==> src/rtl/exc_ctrl.sv <==
// Exception controller: latches per-source requests, vectors Fetch to the
// lowest pending source, preserves return context and restores it on eret.
module exc_ctrl #(
    parameter int          NSRC       = 4,
    parameter int          SW         = 4,
    parameter logic [63:0] VEC_BASE   = 64'hD8,
    parameter logic [63:0] VEC_STRIDE = 64'h80
) (
    input  logic            clk,
    input  logic            reset,
    input  logic [NSRC-1:0] exc_req,
    input  logic            eret,
    input  logic [63:0]     imem_addr_F,
    input  logic [63:0]     next_pc_F,
    input  logic [63:0]     pc_branch_E,
    input  logic [SW-1:0]   estatus,
    input  logic [1:0]      sysreg_sel,
    output logic            redirect,
    output logic [63:0]     exc_vector,
    output logic            exc_ack,
    output logic [63:0]     pc_branch,
    output logic [63:0]     sysreg_rdata,
    output logic            in_handler,
    output logic            overrun
);

    // CAUSE keeps at least one bit so a single-source build still has a register.
    localparam int CW = (NSRC > 1) ? $clog2(NSRC) : 1;

    typedef enum logic [1:0] {
        ST_IDLE    = 2'd0,
        ST_VECTOR  = 2'd1,
        ST_HANDLER = 2'd2
    } state_t;

    state_t          state_r;
    state_t          state_next_s;
    logic [NSRC-1:0] pend_r;
    logic [NSRC-1:0] pend_next_s;
    logic [NSRC-1:0] clr_s;
    logic [NSRC-1:0] overrun_set_s;
    logic [63:0]     elr_r;
    logic [63:0]     err_r;
    logic [SW-1:0]   esr_r;
    logic [CW-1:0]   cause_r;
    logic [CW-1:0]   sel_s;
    logic            take_s;
    logic            ack_s;
    logic            overrun_r;
    logic [63:0]     vec_s;

    // Lowest set index wins; scanning downward leaves the lowest hit last.
    function automatic logic [CW-1:0] lowest_idx(input logic [NSRC-1:0] v);
        logic [CW-1:0] idx;
        idx = {CW{1'b0}};
        for (int i = NSRC - 1; i >= 0; i--) begin
            if (v[i]) begin
                idx = CW'(i);
            end else begin
                idx = idx;
            end
        end
        return idx;
    endfunction

    // Source selection, vector address and acknowledge detection.
    always_comb begin
        take_s = 1'b0;
        sel_s  = lowest_idx(pend_r);
        vec_s  = VEC_BASE + (64'(cause_r) * VEC_STRIDE);
        ack_s  = 1'b0;
        if (state_r == ST_IDLE) begin
            take_s = |pend_r;
        end else begin
            take_s = 1'b0;
        end
        if (state_r == ST_VECTOR) begin
            ack_s = (imem_addr_F == vec_s);
        end else begin
            ack_s = 1'b0;
        end
    end

    // Pending-bit update: a new request on the bit being taken is retained.
    always_comb begin
        clr_s         = {NSRC{1'b0}};
        overrun_set_s = {NSRC{1'b0}};
        for (int i = 0; i < NSRC; i++) begin
            clr_s[i] = take_s && (sel_s == CW'(i));
        end
        overrun_set_s = exc_req & pend_r & ~clr_s;
        pend_next_s   = (pend_r & ~clr_s) | exc_req;
    end

    // FSM state register.
    always_ff @(posedge clk) begin
        if (reset) begin
            state_r <= ST_IDLE;
        end else begin
            state_r <= state_next_s;
        end
    end

    // FSM next-state logic.
    always_comb begin
        state_next_s = state_r;
        case (state_r)
            ST_IDLE: begin
                if (take_s) begin
                    state_next_s = ST_VECTOR;
                end else begin
                    state_next_s = ST_IDLE;
                end
            end
            ST_VECTOR: begin
                if (ack_s) begin
                    state_next_s = ST_HANDLER;
                end else begin
                    state_next_s = ST_VECTOR;
                end
            end
            ST_HANDLER: begin
                if (eret) begin
                    state_next_s = ST_IDLE;
                end else begin
                    state_next_s = ST_HANDLER;
                end
            end
            default: begin
                state_next_s = ST_IDLE;
            end
        endcase
    end

    // Context registers, pending bits and the sticky overrun flag.
    always_ff @(posedge clk) begin
        if (reset) begin
            pend_r    <= {NSRC{1'b0}};
            elr_r     <= 64'd0;
            err_r     <= 64'd0;
            esr_r     <= {SW{1'b0}};
            cause_r   <= {CW{1'b0}};
            overrun_r <= 1'b0;
        end else begin
            pend_r    <= pend_next_s;
            overrun_r <= overrun_r | (|overrun_set_s);
            if (take_s) begin
                elr_r   <= imem_addr_F;
                err_r   <= next_pc_F;
                esr_r   <= estatus;
                cause_r <= sel_s;
            end else begin
                elr_r   <= elr_r;
                err_r   <= err_r;
                esr_r   <= esr_r;
                cause_r <= cause_r;
            end
        end
    end

    // FSM outputs and system-register read mux.
    always_comb begin
        redirect     = (state_r == ST_VECTOR);
        in_handler   = (state_r != ST_IDLE);
        exc_ack      = ack_s;
        exc_vector   = vec_s;
        overrun      = overrun_r;
        pc_branch    = pc_branch_E;
        sysreg_rdata = 64'd0;
        if (eret) begin
            pc_branch = err_r;
        end else begin
            pc_branch = pc_branch_E;
        end
        case (sysreg_sel)
            2'b00:   sysreg_rdata = err_r;
            2'b01:   sysreg_rdata = elr_r;
            2'b10:   sysreg_rdata = 64'(esr_r);
            2'b11:   sysreg_rdata = 64'(cause_r);
            default: sysreg_rdata = 64'd0;
        endcase
    end

endmodule

==> config.mk <==
export PLATFORM = sky130hd
export DESIGN_NAME = exc_ctrl
export DESIGN_NICKNAME = d
export VERILOG_FILES = /design/src/rtl/exc_ctrl.sv
export SDC_FILE = /design/constraint.sdc
export NUM_CORES = 1
export LEC_CHECK = 0
export ABC_CLOCK_PERIOD_IN_PS = 1900
export CAP_MARGIN = 20
export CORE_AREA = 2 2 157 159
export CTS_CLUSTER_DIAMETER = 200
export DETAILED_ROUTE_END_ITERATION = 10
export DIE_AREA = 0 0 159 161
export PLACE_DENSITY = 0.67
export SETUP_SLACK_MARGIN = 0.2
export SLEW_MARGIN = 20
export SYNTH_ARGS = -nofsm -noshare
export SYNTH_HDL_FRONTEND = slang
export SYNTH_SLANG_ARGS = --single-unit
==> constraint.sdc <==
create_clock -name clk -period 1.9 [get_ports clk]
set_input_delay 0.19 -clock clk [delete_from_list [all_inputs] [get_ports clk]]
set_output_delay 0.19 -clock clk [all_outputs]
set_load 0.1 [all_outputs]
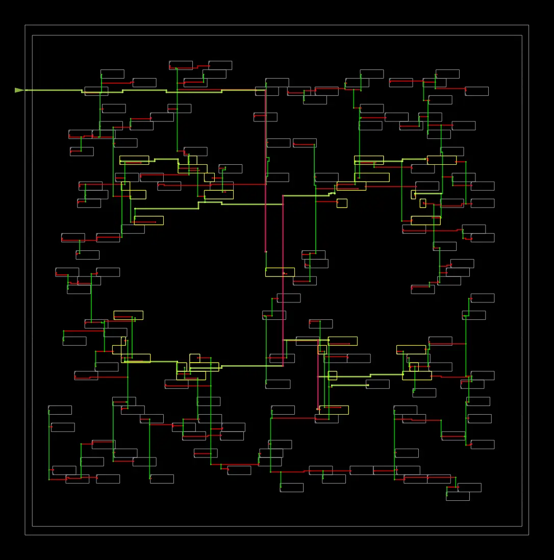
(run_1/final_clocks.png)
Layout Skew: 0.00694 ns
Inserted Clock Buffers: 17

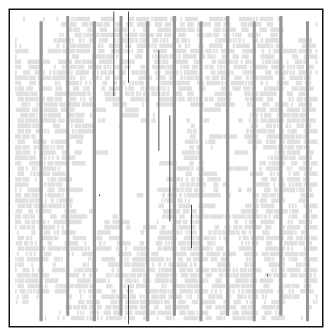
(run_1/met4.png)
Supply wires on this layer in grey.
wire length on this layer	226 um
nets with wire on the layer	7
Total Wirelength: 28700 um
Vias: 7814

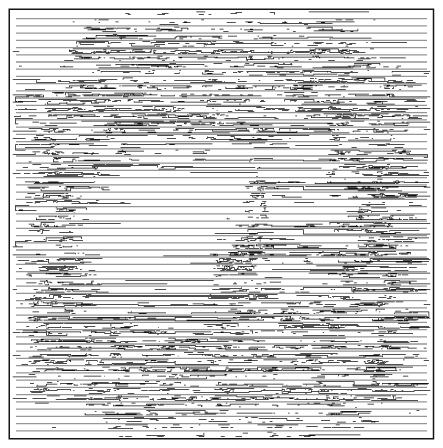
(run_1/met1.png)
Supply wires on this layer in grey.
longest straight run	62.6 um
nets with wire on the layer	1303
main direction	horizontal
wire length on this layer	11900 um
share of all routed wire	42%
met1 GRT Util: 26.4%

==> results.yml, run 1 <==
# generated from flow reports
final_timing:
  rsz0062_at_grt: "true"
  slew_violations: 0
  fin_ws_ns: -0.457
  setup-tns-final_ns: -0.457
  slew_headroom_pct: 64.3
  hold_viol_final: 0
  worst_slew_pin_slew_ns: 0.530
  whs_ns: 0.145
  setup_violations: 1
route:
  dr.first_iter.drc_count: 339
  first_pass_iters: 4
  dr_wl_met3_um: 1880
  wl_met2_um: 14700
  vias_per_cell: 4.72
  detail-route-antenna-nets: 0
  routed.top_layer: "met5"
  wl_per_cell_um: 17.3
critical_path:
  r2r_slack_ns: 0.25
  crit_start: "cause_r[0]$_SDFFE_PP0P_"
  start_kind: "register"
  rr_startpoint: "state_r[0]$_SDFF_PP0_"
  critPathRequiredTime_ns: 1.71
  worstPathArrival_ns: 2.17
  r2r-end: "cause_r[0]$_SDFFE_PP0P_"
  r2r_cells: 5
  slowest_delay_ns: 0.33
  criticalPathCategory: "register to output port"
  crit_fanout: 2
  path_buffers: 2
  path_cells: "ha_4 > xnor2_4 > nand4_1 > nor3_2 > buf_4 > and3_4 > buf_12"
  path_depth: 7
  crit_end: "exc_ack"
synth:
  ys_sh_simple_pct: 21.7
  ys.flop_type: "dfxtp_1"
  ys_area_sq_um: 7410
  syn_area_sq_um: 7410
  synth-adder-area-share_pct: 0.169
  edf_count: 0
  synth.area.mux_share_pct: 18.7
  ys_sh_aoi_pct: 10.2
  yosys.stat.seqShare_pct: 38.1
  netlist_instances: 947
  ys_top_logic_family: "simple AND/OR/NAND/NOR gates"
  top_cell_area_share_pct: 38.1
  ys_sh_xor_pct: 0.355
  common_cells: "273 x nand2_1, 141 x dfxtp_1, 138 x a21oi_1"
  syn_avg_cell_area_sq_um: 7.82
  yosysWarningCount: 0
  ys_cells: 947
  async_reset_ff_share_pct: 0
layout:
  clock_buffers: 20
  lay_top_count: "nand2_1"
  final-nonclk-buf-share_pct: 39.7
  dominant_cells: "buffers"
  fin_area_sq_um: 13900
  ff_latch_area_sq_um: 2830
  fin_nets: 1525
  reg_top3: "elr_r (64), err_r (64)"
  fillers: 2118
  n_all_inverters: 5
  final_cells: 1656
  nNonClkBuffers: 421
  sh_comb_area_pct: 32.9
  drive_above_1_share_pct: 29.9
  multiInputGateArea_sq_um: 4590
  antenna_cells: 0
  flops: 141
  final_cell_mix: "273 x nand2_1, 200 x clkdlybuf4s50_1, 143 x buf_12, 139 x dfxtp_1, 135 x a21oi_1"
  seq_share_pct: 20.3
  clk_share_pct: 4.03
clock_network:
  cts_buffer_depth: 2
  clock.latency.late_pin_ns: 0.43
  clkSinkCount: 141
  root_buffer: "clkbuf_16"
  h-tree-depth: 4
  cts_tree: "built"
  cts_resized: 13
  postCtsHoldBufs: 0
place:
  gp_congestion: 0.772
  dp_cells: 1618
  hpwl_um: 20900
  postPlaceCellArea_sq_um: 13200
  post-place-ws_ns: -0.431
  io_buffers: 339
floorplanning:
  die-height_um: 161
  die_area_sq_um: 25600
  fp_util_pct: 30.9
  core_area_sq_um: 24000
  tapCellCount: 324
  rows: 57
power_and_ir_drop:
  p_comb_w: 0.00534
  maxPowerGroup: "combinational logic"
  sw_frac_of_total_pct: 41.8
  power.internal_w: 0.00697
  seqPwrFrac_pct: 28.4
  powerDensity_nw_per_um2: 859
  p_comb_share_pct: 44.6
  seq_cell_power_w: 0.00340
  switchingPower_w: 0.00501
  total_power_w: 0.0120
flow_run:
  warnings: 29
  cap_violations: 0
global_route:
  grt_overflow: 0
  grt_util_met3_pct: 6.09
  top_usage_layer: "met2"
  grt_pass1_vias: 7737
  grt_util_met2_pct: 38.4
  grt_antenna_before_repair: 2
  grt_pass1_wl_um: 43500
hold_path:
  hold_end: "state_r[0]$_SDFF_PP0_"
  min_path_type: "input pin to register"
  hold_start: "reset"
status:
  status: "finished with violations"
  violations: "negative setup slack"
==> run_1/met2.png <==
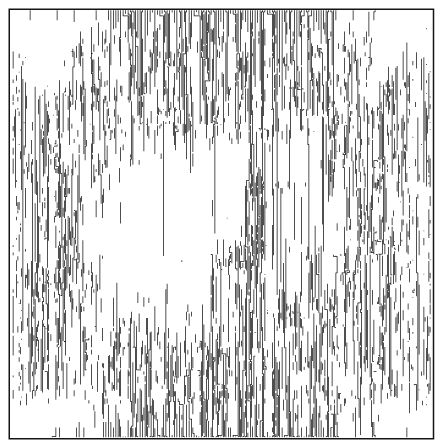

==> inputs of run 2 (changes only) <==
--- a/config.mk
+++ b/config.mk
@@ -5,12 +5,13 @@
 export SDC_FILE = /design/constraint.sdc
 export NUM_CORES = 1
 export LEC_CHECK = 0
+export ABC_AREA = 1
 export ABC_CLOCK_PERIOD_IN_PS = 1900
 export CAP_MARGIN = 20
-export CORE_AREA = 2 2 157 159
+export CORE_AREA = 2 2 156 158
 export CTS_CLUSTER_DIAMETER = 200
 export DETAILED_ROUTE_END_ITERATION = 10
-export DIE_AREA = 0 0 159 161
+export DIE_AREA = 0 0 158 160
 export PLACE_DENSITY = 0.67
 export SETUP_SLACK_MARGIN = 0.2
 export SLEW_MARGIN = 20
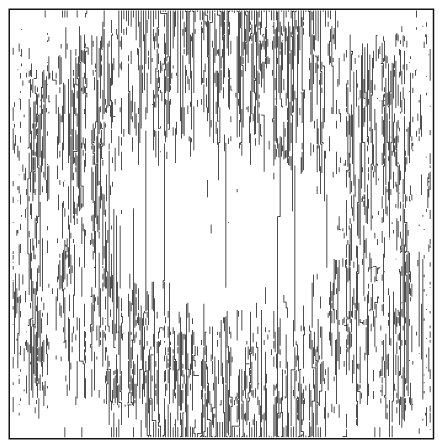
(run_2/met2.png)
share of all routed wire	51%
main direction	vertical
longest straight run	69.7 um
wire length on this layer	14200 um
Vias: 7927
Total Wirelength: 27700 um

==> run 2 against run 1 <==
  * Sequential cell count is the same
  * First-iteration DRC count shrank 9.4%
  * Count of clock-buffer cells in the layout shrank 1
  * Power grew 6.2%
  * Clock skew grew 0.0060 ns
  * Wire length shrank 3.7%
  * Register-to-register slack is essentially flat
  * Critical path depth grew 4
  * Sequential power is essentially flat
  * Cell count grew 3.0%
  * Synthesized area shrank 3.0%
  * The flow still finishes with violations (negative setup slack)
==> results.yml, run 2 <==
# generated from flow reports
final_timing:
  hold_viol_final: 0
  skew_ns: 0.0130
  setup-tns-final_ns: -0.350
  fin_ws_ns: -0.350
  slew_violations: 0
  whs_ns: 0.338
  setup_violations: 1
layout:
  seq_share_pct: 20.0
  clk_share_pct: 3.88
  n_all_inverters: 159
  antenna_cells: 0
  final_cell_mix: "201 x clkdlybuf4s50_1, 152 x inv_1, 147 x buf_12, 139 x dfxtp_1, 136 x a21oi_1"
  sh_comb_area_pct: 29.8
  dominant_cells: "buffers"
  fin_area_sq_um: 14200
  drive_above_1_share_pct: 26.6
  reg_top3: "elr_r (64), err_r (64)"
  fin_nets: 1575
  lay_top_count: "clkdlybuf4s50_1"
  fillers: 2052
  flops: 141
  multiInputGateArea_sq_um: 4220
global_route:
  grt_overflow: 0
  top_usage_layer: "met2"
  grt_pass1_wl_um: 42400
  grt_pass1_vias: 7945
  grt_util_met3_pct: 5.86
  grt_use_met1_pct: 24.4
floorplanning:
  fp_util_pct: 30.2
  core_area_sq_um: 23800
  rows: 57
  io_pins: 401
  die-height_um: 160
  die_area_sq_um: 25300
critical_path:
  path_cells: "ha_4 > inv_2 > nand2_2 > nand2_2 > nor2_2 > nand2_2 > nor2_4 > buf_6 > nand3_4 > nor2_4 > buf_12"
  path_buffers: 3
  slowest_delay_ns: 0.36
  crit_start: "cause_r[1]$_SDFFE_PP0P_"
  r2r-end: "state_r[1]$_SDFF_PP0_"
  criticalPathCategory: "register to output port"
  critPathRequiredTime_ns: 1.71
  path_depth: 11
  rr_startpoint: "cause_r[1]$_SDFFE_PP0P_"
  r2r_slack_ns: 0.25
  r2r_cells: 11
  crit_fanout: 3
  crit_end: "exc_ack"
status:
  status: "finished with violations"
  violations: "negative setup slack"
synth:
  common_cells: "154 x inv_1, 141 x dfxtp_1, 137 x a21oi_1"
  ys_area_sq_um: 7190
  syn_avg_cell_area_sq_um: 7.07
  top_cell_area_share_pct: 39.3
  ys.flop_type: "dfxtp_1"
  ys_cells: 1017
  ys_sh_xor_pct: 0
  syn_area_sq_um: 7190
  synth.area.mux_share_pct: 0
  ys_sh_simple_pct: 10.3
  ys_sh_aoi_pct: 29.3
  synth-adder-area-share_pct: 0.174
  yosys.stat.seqShare_pct: 39.3
  yosysWarningCount: 0
  ys_top_logic_family: "AND-OR/OR-AND gates"
  async_reset_ff_share_pct: 0
power_and_ir_drop:
  switchingPower_w: 0.00551
  p_comb_w: 0.00615
  power.internal_w: 0.00721
  seqPwrFrac_pct: 26.8
  maxPowerGroup: "combinational logic"
  sw_frac_of_total_pct: 43.3
  total_power_w: 0.0127
  p_comb_share_pct: 48.4
clock_network:
  postCtsHoldBufs: 0
  clkSinkCount: 141
  cts_made_buffers: 17
  h-tree-depth: 4
  root_buffer: "clkbuf_16"
  cts_resized: 12
route:
  detail-route-antenna-nets: 0
  dr.first_iter.drc_count: 307
  routed.top_layer: "met4"
  vias_per_cell: 4.65
  wl_per_cell_um: 16.2
  dr_wl_met3_um: 1990
  wl_met2_um: 14200
flow_run:
  warnings: 29
place:
  gp_congestion: 0.835
  dp_cells: 1669
  postPlaceCellArea_sq_um: 13400
  io_buffers: 339
  hpwl_um: 21100
hold_path:
  hold_start: "estatus[0]"
  min_path_type: "input pin to register"
  hold_end: "esr_r[0]$_SDFFE_PP0P_"
==> run_2/final_clocks.png <==
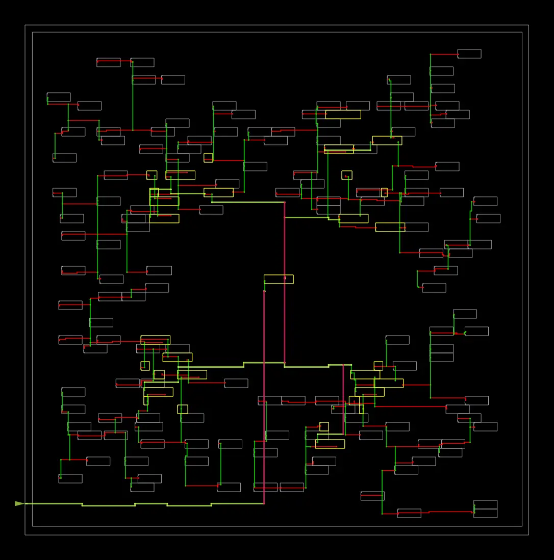

==> inputs of run 3 (changes only) <==
--- a/config.mk
+++ b/config.mk
@@ -8,11 +8,10 @@
 export ABC_AREA = 1
 export ABC_CLOCK_PERIOD_IN_PS = 1900
 export CAP_MARGIN = 20
-export CORE_AREA = 2 2 156 158
-export CTS_CLUSTER_DIAMETER = 200
+export CORE_AREA = 5 5 155 157
 export DETAILED_ROUTE_END_ITERATION = 10
-export DIE_AREA = 0 0 158 160
-export PLACE_DENSITY = 0.67
+export DIE_AREA = 0 0 160 162
+export PLACE_DENSITY = 0.7
 export SETUP_SLACK_MARGIN = 0.2
 export SLEW_MARGIN = 20
 export SYNTH_ARGS = -nofsm -noshare
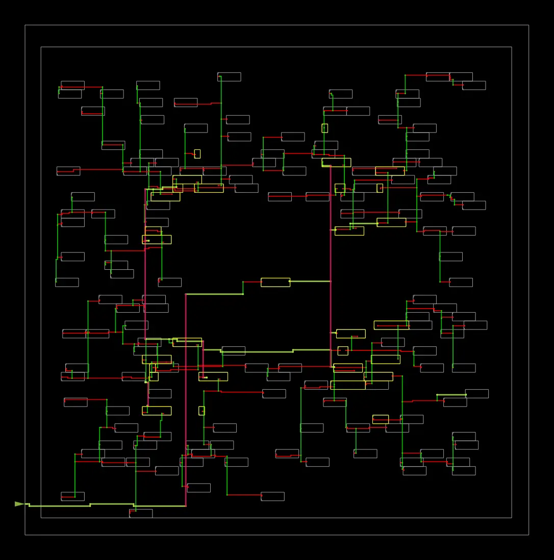
(run_3/final_clocks.png)
worst skew pair latency: 0.41 ns
CTS Sinks: 141
clk_buf instances: 19
Seq cells: 141
Layout Skew: 0.00946 ns

==> run 3 against run 2 <==
  * The flow still finishes with violations (negative setup slack)
  * First-iteration DRC count increased by 16%
  * Non-clock buffer count is 6 lower
  * Worst setup slack gained 0.22 ns
  * Count of clock-buffer cells in the layout stayed put
  * Utilization increased by 3.6 points
  * Wire length rose by 2.3%
  * Critical path depth is 1 lower
  * Sequential power barely moved
  * Global-route usage down 0.76 points
==> results.yml, run 3 <==
# generated from flow reports
synth:
  syn_area_sq_um: 7190
  yosys.stat.seqShare_pct: 39.3
  top_cells_by_area: "dfxtp_1 39%, a21oi_1 9.5%, inv_1 8.0%"
  ys_sh_aoi_pct: 29.3
  async_reset_ff_share_pct: 0
  top_cell_area_share_pct: 39.3
  ys_sh_xor_pct: 0
  synth-adder-area-share_pct: 0.174
  ys_top_logic_family: "AND-OR/OR-AND gates"
  ys_cells: 1017
  ys.flop_type: "dfxtp_1"
  ys_types: 29
  ys_area_sq_um: 7190
  syn_avg_cell_area_sq_um: 7.07
  ys_sh_simple_pct: 10.3
  synth.area.mux_share_pct: 0
  yosysWarningCount: 0
  common_cells: "154 x inv_1, 141 x dfxtp_1, 137 x a21oi_1"
  netlist_instances: 1017
clock_network:
  postCtsHoldBufs: 0
  cts_made_buffers: 17
  h-tree-depth: 4
  cts_buffer_depth: 2
  cts_resized: 24
critical_path:
  criticalPathCategory: "register to output port"
  critPathRequiredTime_ns: 1.71
  critPathCaptureType: "output port"
  crit_end: "exc_ack"
  r2r-end: "err_r[35]$_SDFFE_PP0P_"
  path_buffers: 2
  path_depth: 10
  crit_start: "cause_r[1]$_SDFFE_PP0P_"
  start_kind: "register"
  rr_startpoint: "state_r[1]$_SDFF_PP0_"
  r2r_slack_ns: 0.32
  crit_fanout: 3
  r2r_cells: 8
  slowest_delay_ns: 0.36
  path_cells: "ha_4 > inv_2 > nand2_2 > nand2_2 > nor2_4 > nand2_2 > nor2_4 > nand3_2 > nor2_4 > buf_12"
global_route:
  grt_pass1_vias: 7871
  top_usage_layer: "met2"
  track_usage_pct: 20.9
  grt_util_met3_pct: 6.65
  grt_use_met1_pct: 23.6
  grt_overflow: 0
route:
  dr_wl_met3_um: 2290
  routed.top_layer: "met4"
  wl_met2_um: 14500
  dr.first_iter.drc_count: 355
  vias: 7938
  wl_per_cell_um: 17.1
  detail-route-antenna-nets: 0
  routed_wl_um: 28300
layout:
  multiInputGateArea_sq_um: 4260
  n_all_inverters: 159
  sh_comb_area_pct: 30.2
  antenna_cells: 0
  ff_latch_area_sq_um: 2830
  final_cells: 1659
  dominant_cells: "buffers"
  fin_area_sq_um: 14100
  fillers: 1830
  lay_top_count: "clkdlybuf4s50_1"
  seq_share_pct: 20.1
  drive_above_1_share_pct: 26.9
  reg_top3: "elr_r (64), err_r (64)"
  final_cell_mix: "201 x clkdlybuf4s50_1, 152 x inv_1, 147 x buf_12, 139 x dfxtp_1, 137 x a21oi_1"
  fin_nets: 1569
  clk_share_pct: 4.06
place:
  postPlaceCellArea_sq_um: 13300
  hpwl_um: 21900
  gp_congestion: 0.870
  io_buffers: 339
  dp_cells: 1622
final_timing:
  rsz0062_at_grt: "true"
  fin_ws_ns: -0.132
  setup-tns-final_ns: -0.132
  slew_violations: 0
  setup_violations: 1
  hold_viol_final: 0
  whs_ns: 0.336
hold_path:
  hold_start: "estatus[3]"
  hold_path_depth: 3
  hold_end: "esr_r[3]$_SDFFE_PP0P_"
  min_path_type: "input pin to register"
floorplanning:
  die-height_um: 162
  die_area_sq_um: 25900
  fp_util_pct: 32.1
  core_area_sq_um: 22400
power_and_ir_drop:
  p_comb_share_pct: 47.8
  p_comb_w: 0.00613
  switchingPower_w: 0.00546
  total_power_w: 0.0128
  sw_frac_of_total_pct: 42.6
  powerDensity_nw_per_um2: 911
  power.internal_w: 0.00736
status:
  violations: "negative setup slack"
  status: "finished with violations"
flow_run:
  warnings: 29
Power is estimated from default activity; no workload was simulated.
